Design io_bridge, sky130hd; sources not shown.
**Congestion heat map**

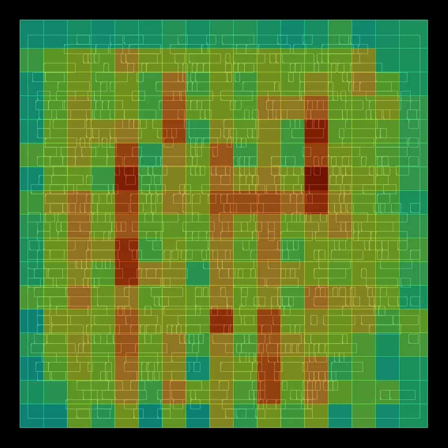
DR WL/cell: 14.4 µm
GRT Max-Usage Layer: met2
utilization after layout: 54.7%
GR Util met2: 28.6%
gr usage total: 18.3%

**Close-up of the layout**

Region (44, 21) to (74, 51) µm. Cells in gray, sequential cells in the stronger gray; small squares are vias.
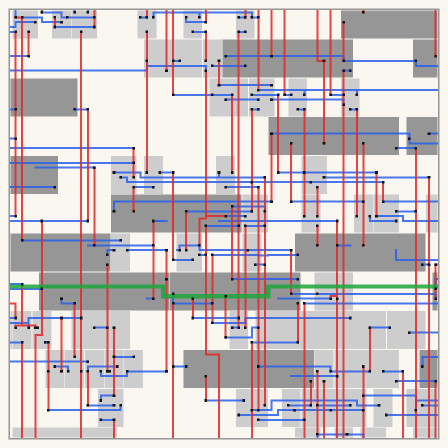
green -> M3
red -> M2
blue -> M1
most frequent = nand2_1 (16), dfrtp_1 (10)
cells with their middle in the window = 53
sequential cells in the window = 10

**Met4 routing**

Drawn at 4 px/µm. Supply wires on this layer in gray.
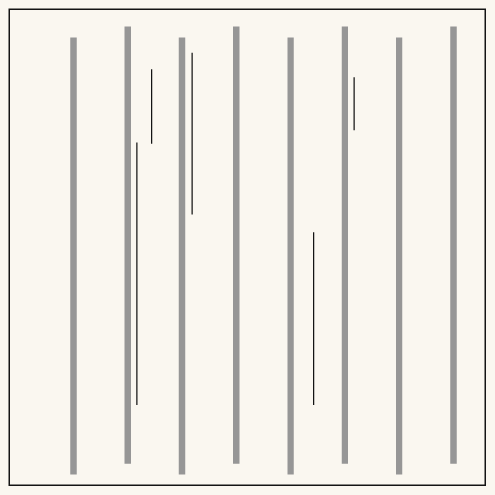
nets with wire on the layer = 2
wire length on this layer = 180 µm
longest straight run = 65.3 µm
main direction = vertical
total routed wirelength: 12300 µm
vias: 4223

**Signal metal coverage by tile**

Drawn at 3 px/µm. 24 x 24 tiles, from white (low) to dark blue (high), scaled to the fullest tile. Values are wire area over tile area, all layers added.
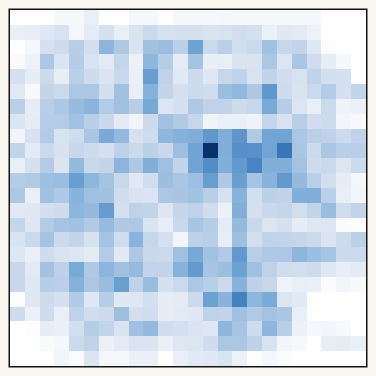
tiles over half the peak = 5.6%
fullest tile = 0.59
nearly empty tiles = 7.6%
densest ninth of the die = center
mean over tiles = 0.14

==> results.py <==
# Generated from Yosys and OpenROAD reports
metrics = {
    "timing": {
        "worst_pin_slew_ns": 0.656,
        "hold_viol_final": 0,
        "finalCritPeriodShare_pct": 88.3,
        "fin_setup_tns_ns": 0,
        "max_clock_freq_mhz": 629,
    },
    "placed_design": {
        "placedCellCount": 825,
        "gp_congestion": 0.783,
    },
    "cells_and_area": {
        "diodes": 0,
        "most-common-layout-cells": "nand2_1 (156), dfrtp_1 (118), buf_4 (66)",
        "fin_cells": 857,
        "fin_area_um2": 6960,
    },
    "run": {
        "warning_count": 32,
    },
    "synthesis": {
        "ff_type": "dfrtp_1",
        "postSynthAreaPerCell_um2": 9.35,
        "syn_inst": 562,
        "ys_seq_share_pct": 56.2,
        "synthArstFlopShare_pct": 100,
        "yosys_cells": 562,
        "common_cells": "nand2_1 (156), dfrtp_1 (118), o21ai_1 (64)",
        "synth_area_leader_cell": "dfrtp_1",
    },
    "drt": {
        "routed-wl-met2_um": 5750,
        "ant_nets": 0,
        "via_per_inst": 4.93,
        "top_layer": "met4",
    },
    "worst_setup_path": {
        "path_class": "register to primary output",
        "cp_num_buf_inv": 1,
        "worstSetupStartpointType": "register",
        "cp_top_family": "flip-flops",
        "cp.depth": 1,
        "cp.arrival_ns": 1.23,
        "critPathMaxStageDelay_ns": 0.62,
    },
    "floorplanning": {
        "dieArea_um2": 14100,
        "ios": 90,
        "die-width_um": 119,
        "die_h_um": 119,
    },
    "global_routing": {
        "grt_pass1_vias": 4153,
        "grt_max_degree": 119,
        "grt-ovfl-total": 0,
    },
    "clock_tree": {
        "cts_resized": 0,
        "cts_max_level": 4,
        "cts.sinks": 118,
        "cts_hold_buf": 0,
    },
    "pwr": {
        "finalPower_uw": 7220,
    },
    "status": {
        "status": "finished, final reports clean",
    },
}
[cells by family (layout without fill, tap and decap cells)]
family	count (synthesis)	count (layout)	synth area share [%]
buffers and inverters	54	177	4.81
AOI/OAI and AO/OA	114	114	11.1
DFF	118	118	56.2
xor gates and xnor gates	3	3	0.500
muxes	27	27	6.43
adders and majority gates	6	6	1.43
and+or+nand+nor	240	240	19.5
[area by class of cell]
class                   instances  area share, %
clock inverters                 9           1.44
inverters                      28           1.51
flip-flops and latches        118           42.4
well taps                     172           3.09
repair buffers                117           15.2
multi-input cells             390           29.5
clock buffers                  23           6.87
[power by group]
part	total [µW]	switching [µW]	internal (µW)
clock	3310	1180	2130
combinational	832	441	391
sequential	3080	146	2930
Power figures rest on the tool's default switching activity, not on a simulated workload.
